### Signal wires on met2, run 1

Cells faint in the background.
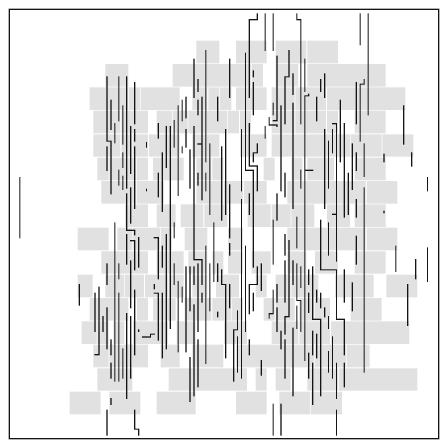
### Cell sizes after repair, run 1

The bar under the picture is 10 µm long.
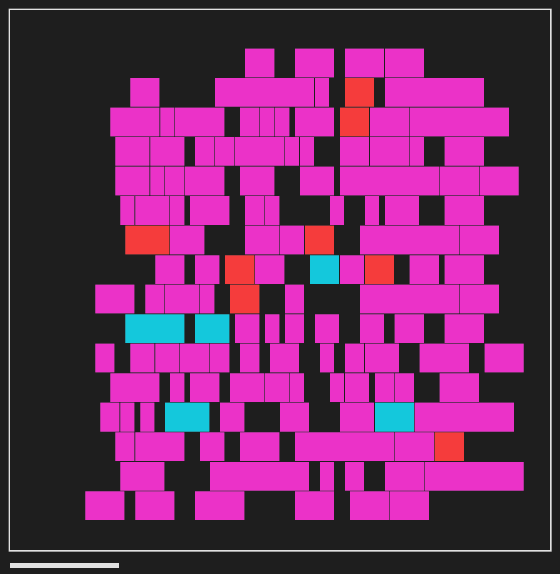
### Clock routing, run 1

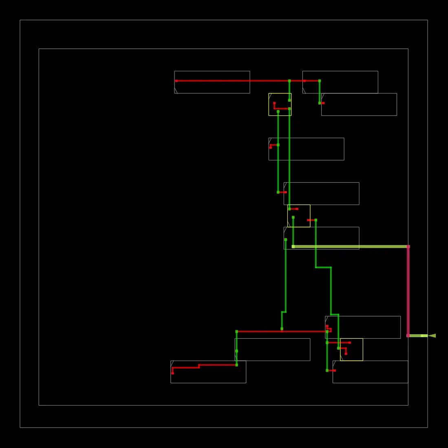
`config.mk`:
```
export PLATFORM = sky130hd
export DESIGN_NAME = bcd_updown_counter
export DESIGN_NICKNAME = d
export VERILOG_FILES = /design/src/rtl/bcd_updown_counter.sv
export SDC_FILE = /design/constraint.sdc
export NUM_CORES = 1
export LEC_CHECK = 0
export CORE_MARGIN = 2
export CORE_UTILIZATION = 45
export CTS_CLUSTER_DIAMETER = 120
export CTS_CLUSTER_SIZE = 16
export DETAILED_ROUTE_END_ITERATION = 10
export PLACE_DENSITY = 0.75
export SYNTH_ARGS = -nofsm -noshare
export SYNTH_HDL_FRONTEND = slang
export SYNTH_SLANG_ARGS = --single-unit
```
`constraint.sdc`:
```
create_clock -name clk -period 2.8 [get_ports clk]
set_clock_uncertainty 0.15 [all_clocks]
set_input_delay 0.28 -clock clk [delete_from_list [all_inputs] [get_ports clk]]
set_output_delay 0.28 -clock clk [all_outputs]
set_load 0.02 [all_outputs]
```
`src/rtl/bcd_updown_counter.sv`:
```
// ----------------------------------------------------------------------------
// bcd_updown_counter
//   Parametrised multi-digit BCD up/down counter with enable, synchronous
//   load and a programmable modulus (counts 0..MAX_VAL). It feeds 7-segment
//   drivers and timer datapaths, and cascades through tc (combinational) and
//   wrap (registered pulse).
//
// Parameters
//   DIGITS   number of BCD digits (1..8); q is 4*DIGITS bits wide
//   MAX_VAL  terminal count as a decimal integer (< 10**DIGITS)
//   RST_VAL  decimal value used on reset and on an illegal load (<= MAX_VAL)
//
// Ports
//   clk       in   rising-edge clock
//   rst_n     in   asynchronous active-low reset
//   en        in   count enable, one step per clock while high
//   up_dn     in   1 = count up, 0 = count down
//   load      in   synchronous load strobe; takes priority over en
//   load_val  in   BCD value to load, digit k at [4k+3:4k]
//   q         out  registered BCD count
//   tc        out  terminal count: en & ((up_dn & q==MAX) | (~up_dn & q==0))
//   wrap      out  one-cycle pulse in the cycle after a wrap
//   err       out  one-cycle pulse in the cycle after an illegal load
//
// Build option
//   BCD_CNT_SAT_EN  when defined the counter saturates at the boundaries
//                   instead of wrapping, and wrap never asserts.
// ----------------------------------------------------------------------------
module bcd_updown_counter #(
    parameter int DIGITS  = 2,
    parameter int MAX_VAL = 59,
    parameter int RST_VAL = 0
) (
    input  logic                clk,
    input  logic                rst_n,
    input  logic                en,
    input  logic                up_dn,
    input  logic                load,
    input  logic [4*DIGITS-1:0] load_val,
    output logic [4*DIGITS-1:0] q,
    output logic                tc,
    output logic                wrap,
    output logic                err
);

    localparam int W = 4 * DIGITS;

    // Decimal integer to packed BCD, evaluated at elaboration only.
    function automatic logic [W-1:0] to_bcd(input int value);
        logic [W-1:0] r;
        int           v;
        r = '0;
        v = value;
        for (int k = 0; k < DIGITS; k++) begin
            r[4*k +: 4] = 4'(v % 10);
            v           = v / 10;
        end
        return r;
    endfunction

    localparam logic [W-1:0] MAX_BCD = to_bcd(MAX_VAL);
    localparam logic [W-1:0] RST_BCD = to_bcd(RST_VAL);

    generate
        if (DIGITS < 1 || DIGITS > 8) begin : g_bad_digits
            $error("bcd_updown_counter: DIGITS must be in 1..8");
        end
        else if (MAX_VAL < 0 || MAX_VAL >= 10 ** DIGITS) begin : g_bad_max
            $error("bcd_updown_counter: MAX_VAL must be in 0..10**DIGITS-1");
        end
        else if (RST_VAL < 0 || RST_VAL > MAX_VAL) begin : g_bad_rst
            $error("bcd_updown_counter: RST_VAL must be in 0..MAX_VAL");
        end
    endgenerate

    logic [W-1:0] inc_val;
    logic [W-1:0] dec_val;
    logic         inc_carry;
    logic         dec_borrow;
    logic         digits_ok;
    logic         load_legal;
    logic         at_max;
    logic         at_zero;
    logic [W-1:0] q_next;
    logic         wrap_next;
    logic         err_next;

    assign at_max  = (q == MAX_BCD);
    assign at_zero = (q == '0);

    // Digit-wise increment: the carry ripples through all digits in one cycle.
    always_comb begin
        inc_val   = q;
        inc_carry = 1'b1;
        for (int k = 0; k < DIGITS; k++) begin
            if (inc_carry) begin
                if (q[4*k +: 4] >= 4'd9) begin
                    inc_val[4*k +: 4] = 4'd0;
                end
                else begin
                    inc_val[4*k +: 4] = q[4*k +: 4] + 4'd1;
                    inc_carry         = 1'b0;
                end
            end
        end
    end

    // Digit-wise decrement: a zero digit becomes 9 and borrows from the next.
    always_comb begin
        dec_val    = q;
        dec_borrow = 1'b1;
        for (int k = 0; k < DIGITS; k++) begin
            if (dec_borrow) begin
                if (q[4*k +: 4] == 4'd0) begin
                    dec_val[4*k +: 4] = 4'd9;
                end
                else begin
                    dec_val[4*k +: 4] = q[4*k +: 4] - 4'd1;
                    dec_borrow        = 1'b0;
                end
            end
        end
    end

    // With every digit <= 9, an unsigned compare of the packed BCD words
    // orders them the same way as their decimal values.
    always_comb begin
        digits_ok = 1'b1;
        for (int k = 0; k < DIGITS; k++) begin
            if (load_val[4*k +: 4] > 4'd9) begin
                digits_ok = 1'b0;
            end
        end
    end

    assign load_legal = digits_ok && (load_val <= MAX_BCD);

    always_comb begin
        q_next    = q;
        wrap_next = 1'b0;
        err_next  = 1'b0;
        if (load) begin
            if (load_legal) begin
                q_next = load_val;
            end
            else begin
                q_next   = RST_BCD;
                err_next = 1'b1;
            end
        end
        else if (en) begin
            if (up_dn) begin
                if (at_max) begin
`ifdef BCD_CNT_SAT_EN
                    q_next = q;
`else
                    q_next    = '0;
                    wrap_next = 1'b1;
`endif
                end
                else begin
                    q_next = inc_val;
                end
            end
            else begin
                if (at_zero) begin
`ifdef BCD_CNT_SAT_EN
                    q_next = q;
`else
                    q_next    = MAX_BCD;
                    wrap_next = 1'b1;
`endif
                end
                else begin
                    q_next = dec_val;
                end
            end
        end
    end

    always_ff @(posedge clk or negedge rst_n) begin
        if (!rst_n) begin
            q    <= RST_BCD;
            wrap <= 1'b0;
            err  <= 1'b0;
        end
        else begin
            q    <= q_next;
            wrap <= wrap_next;
            err  <= err_next;
        end
    end

    assign tc = en & ((up_dn & at_max) | (~up_dn & at_zero));

endmodule

```
==> flow_summary.yaml, run 1 <==
# synthesis and place-and-route metrics
setup_path:
  cpMaxStageDelayCell: "dfrtp_1"
  crit_cells: 7
  crit_family: "simple AND/OR/NAND/NOR gates"
  end_kind: "flip-flop"
  worst-setup-path-type: "flip-flop to flip-flop"
  slowest_delay_ps: 460
  r2r_setup_slack_ps: 330
  crit_path_max_fanout: 7
  path_cells: "inv_1 -> ha_1 -> or3b_4 -> a311oi_1 -> or2_1 -> nor3_2 -> a221o_1"
  critPathLaunchType: "flip-flop"
  crit_end: "q[5]$_DFFE_PN0P_"
layout:
  top_register: "q"
  seqCellArea_um2: 250.2
  comb_cells: 87
  comb_share_pct: 51.04
  nNonClkBuffers: 27
  largest_reg_flops: 8
  layout.nets: 154
  clock_cell_area_share_pct: 1.863
  post-route-util_pct: 61.61
synthesis:
  ff_type: "dfrtp_1"
  ys_sh_aoi_pct: 25.63
  yosysWarnings: 0
  ys_sh_simple_pct: 28.29
  common_cells: "nor2_1 (12), dfrtp_1 (10), o21ai_0 (9)"
  ys_area_um2: 942.2
  synthArstFlopShare_pct: 100.0
  syn-instance-count: 110
  xor_share_pct: 1.859
  syn-num-nets: 129
  synth_area_leader_cell: "dfrtp_1"
  topCombFamilyByArea: "simple AND/OR/NAND/NOR gates"
placed_design:
  dp_slack_ps: 215.7
  place_inst: 157
global_routing:
  grt_max_degree: 17
  busiest_layer: "met2"
  grtUsageMet3_pct: 4.242
  grtUsageMet2_pct: 30.67
  grt.met1_usage_pct: 29.22
  grt_pass1_vias: 838
  grt_use_total_pct: 20.70
drt:
  drtPass1Iterations: 4
  highest_layer: "met4"
  ant_nets: 0
  initialDrtViolationCount: 28
  dr_wl_met3_um: 139
  post-route-drc-count: 0
power_and_ir_drop:
  p_seq_uw: 228
  leakagePower_nw: 0.4960
  cellInternalPower_uw: 420.0
  total_power_uw: 718.9
  p_sw_uw: 298.9
  power_frac_clock_pct: 13.5
  p_sw_share_pct: 41.58
timing:
  tightest_slew_ps: 589.0
  finalClockPeriodUsage_pct: 88.14
  setup_tns_ps: 0
  rsz0062_at_grt: "no"
  slew_violations: 0
  setup_viol: 0
job:
  max-cap-violations: 0
  warnings: 30
run_status:
  status: "completed"
cts:
  cts_hold_buffers: 0
floorplan:
  fp-utilization_pct: 48.02
  dieArea_um2: 2476
About 'Signal wires on met2':
wire length on this layer: 1040 µm
nets with wire on the layer: 126
longest straight run: 30.8 µm
main direction: vertical
share of all routed wire: 44%

About 'Cell sizes after repair':
| colour | size | cells | share |
|---|---|---|---|
| red | _3 and _4 cells | 8 | 6.0% |
| cyan | _2 cells | 5 | 3.8% |
| magenta | _0 and _1 cells | 120 | 90% |

About 'Clock routing':
Num CTS Buffers: 3
registers: 10
Clock group: 96.7 µW
Clock Buffer Count: 3
latest clock arrival within the worst-skew pair: 260 ps

==> run 2, diff against run 1 <==
--- a/config.mk
+++ b/config.mk
@@ -5,7 +5,6 @@
 export SDC_FILE = /design/constraint.sdc
 export NUM_CORES = 1
 export LEC_CHECK = 0
-export CORE_MARGIN = 2
 export CORE_UTILIZATION = 45
 export CTS_CLUSTER_DIAMETER = 120
 export CTS_CLUSTER_SIZE = 16
==> run 2 against run 1 <==
Area after synthesis unchanged. Combinational power rose by 3%. Core utilization is 0.89 points higher. Sequential power is 2% lower. Final cell count increased by 1.3%. Register-to-register slack hardly changed. Die area down 7.9%. Global-route usage increased by 3.3 points. First-iteration DRC count rose by 21%. Largest cell class unchanged.
==> flow_summary.yaml, run 2 <==
# synthesis and place-and-route metrics
run_status:
  status: "completed"
synthesis:
  xor_share_pct: 1.859
  syn-instance-count: 110
  ys_sh_aoi_pct: 25.63
  mux_area_share_pct: 1.062
  ff_type: "dfrtp_1"
  synth_area_leader_cell: "dfrtp_1"
  ys_area_um2: 942.2
  topCombFamilyByArea: "simple AND/OR/NAND/NOR gates"
  yosysWarnings: 0
  ys.flops: 10
  common_cells: "nor2_1 (12), dfrtp_1 (10), o21ai_0 (9)"
  ys_sh_simple_pct: 28.29
  synthArstFlopShare_pct: 100.0
timing:
  finalClockPeriodUsage_pct: 88.43
  rsz0062_at_grt: "no"
  tightest_slew_ps: 597.3
  setup_tns_ps: 0
  setup_viol: 0
layout:
  design.seq.count: 10
  clock_cell_area_share_pct: 1.837
  comb_share_pct: 50.51
  seqCellArea_um2: 250.2
  comb_cells: 87
  post-route-util_pct: 62.50
  top_register: "q"
  layout.nets: 156
  nFillCells: 189
floorplan:
  fp-utilization_pct: 48.02
  dieArea_um2: 2281
drt:
  ant_nets: 0
  drtPass1Iterations: 4
  post-route-drc-count: 0
  highest_layer: "met4"
  dr_wl_met3_um: 184
  initialDrtViolationCount: 34
setup_path:
  crit_end: "q[5]$_DFFE_PN0P_"
  critPathLaunchType: "flip-flop"
  r2r-start: "q[0]$_DFFE_PN0P_"
  slowest_delay_ps: 440
  worst-setup-path-type: "flip-flop to flip-flop"
  crit_cells: 7
  path_cells: "inv_1 -> ha_1 -> or3b_4 -> a311oi_1 -> or2_1 -> nor3_2 -> a221o_1"
  crit_path_max_fanout: 7
  cp-startpoint: "q[0]$_DFFE_PN0P_"
  crit_family: "simple AND/OR/NAND/NOR gates"
  r2r_cells: 7
  cpMaxStageDelayCell: "dfrtp_1"
  r2r_setup_slack_ps: 320
  end_kind: "flip-flop"
job:
  warnings: 30
  max-cap-violations: 0
power_and_ir_drop:
  cellInternalPower_uw: 424.1
  p_sw_uw: 304.5
  p_sw_share_pct: 41.79
  leakagePower_nw: 0.5060
  total_power_uw: 728.6
  p_seq_uw: 224
  power_frac_clock_pct: 13.8
  p_clk_uw: 100
global_routing:
  grt_pass1_vias: 811
  grt.met1_usage_pct: 36.59
  busiest_layer: "met1"
  grt_overflow: 0
  grtUsageMet3_pct: 3.396
  grt_max_degree: 17
  grtUsageMet2_pct: 34.59
placed_design:
  place.gp.congestion: 0.9218
  place_inst: 159
  dp_slack_ps: 252.2
min_path:
  hold_class: "input port to async pin"
cts:
  worstSkewPairLatency_ps: 260
  cts_hold_buffers: 0
  cts_buffers: 3
### Met1 routing, run 2

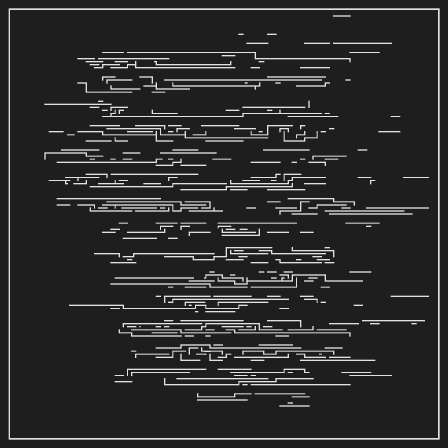
nets with wire on the layer: 133
longest straight run: 17.5 µm
share of all routed wire: 44%
main direction: horizontal

### Cell sizes after repair, run 2

The bar under the picture is 10 µm long.
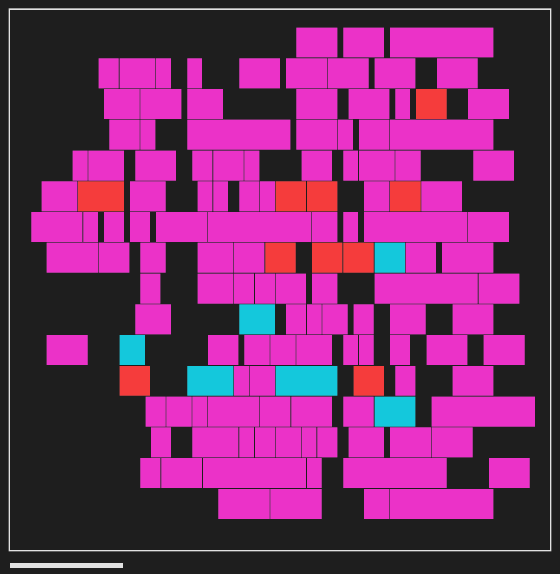
| colour | size | cells | share |
|---|---|---|---|
| cyan | _2 cells | 6 | 4.4% |
| magenta | _0 and _1 cells | 119 | 88% |
| red | _3 and _4 cells | 10 | 7.4% |
Non-CTS buffers: 29
Layout area overhead: 30.15%
Setup WS post-layout: 324.1 ps
design area: 1226 µm²

Power figures rest on the tool's default switching activity, not on a simulated workload.
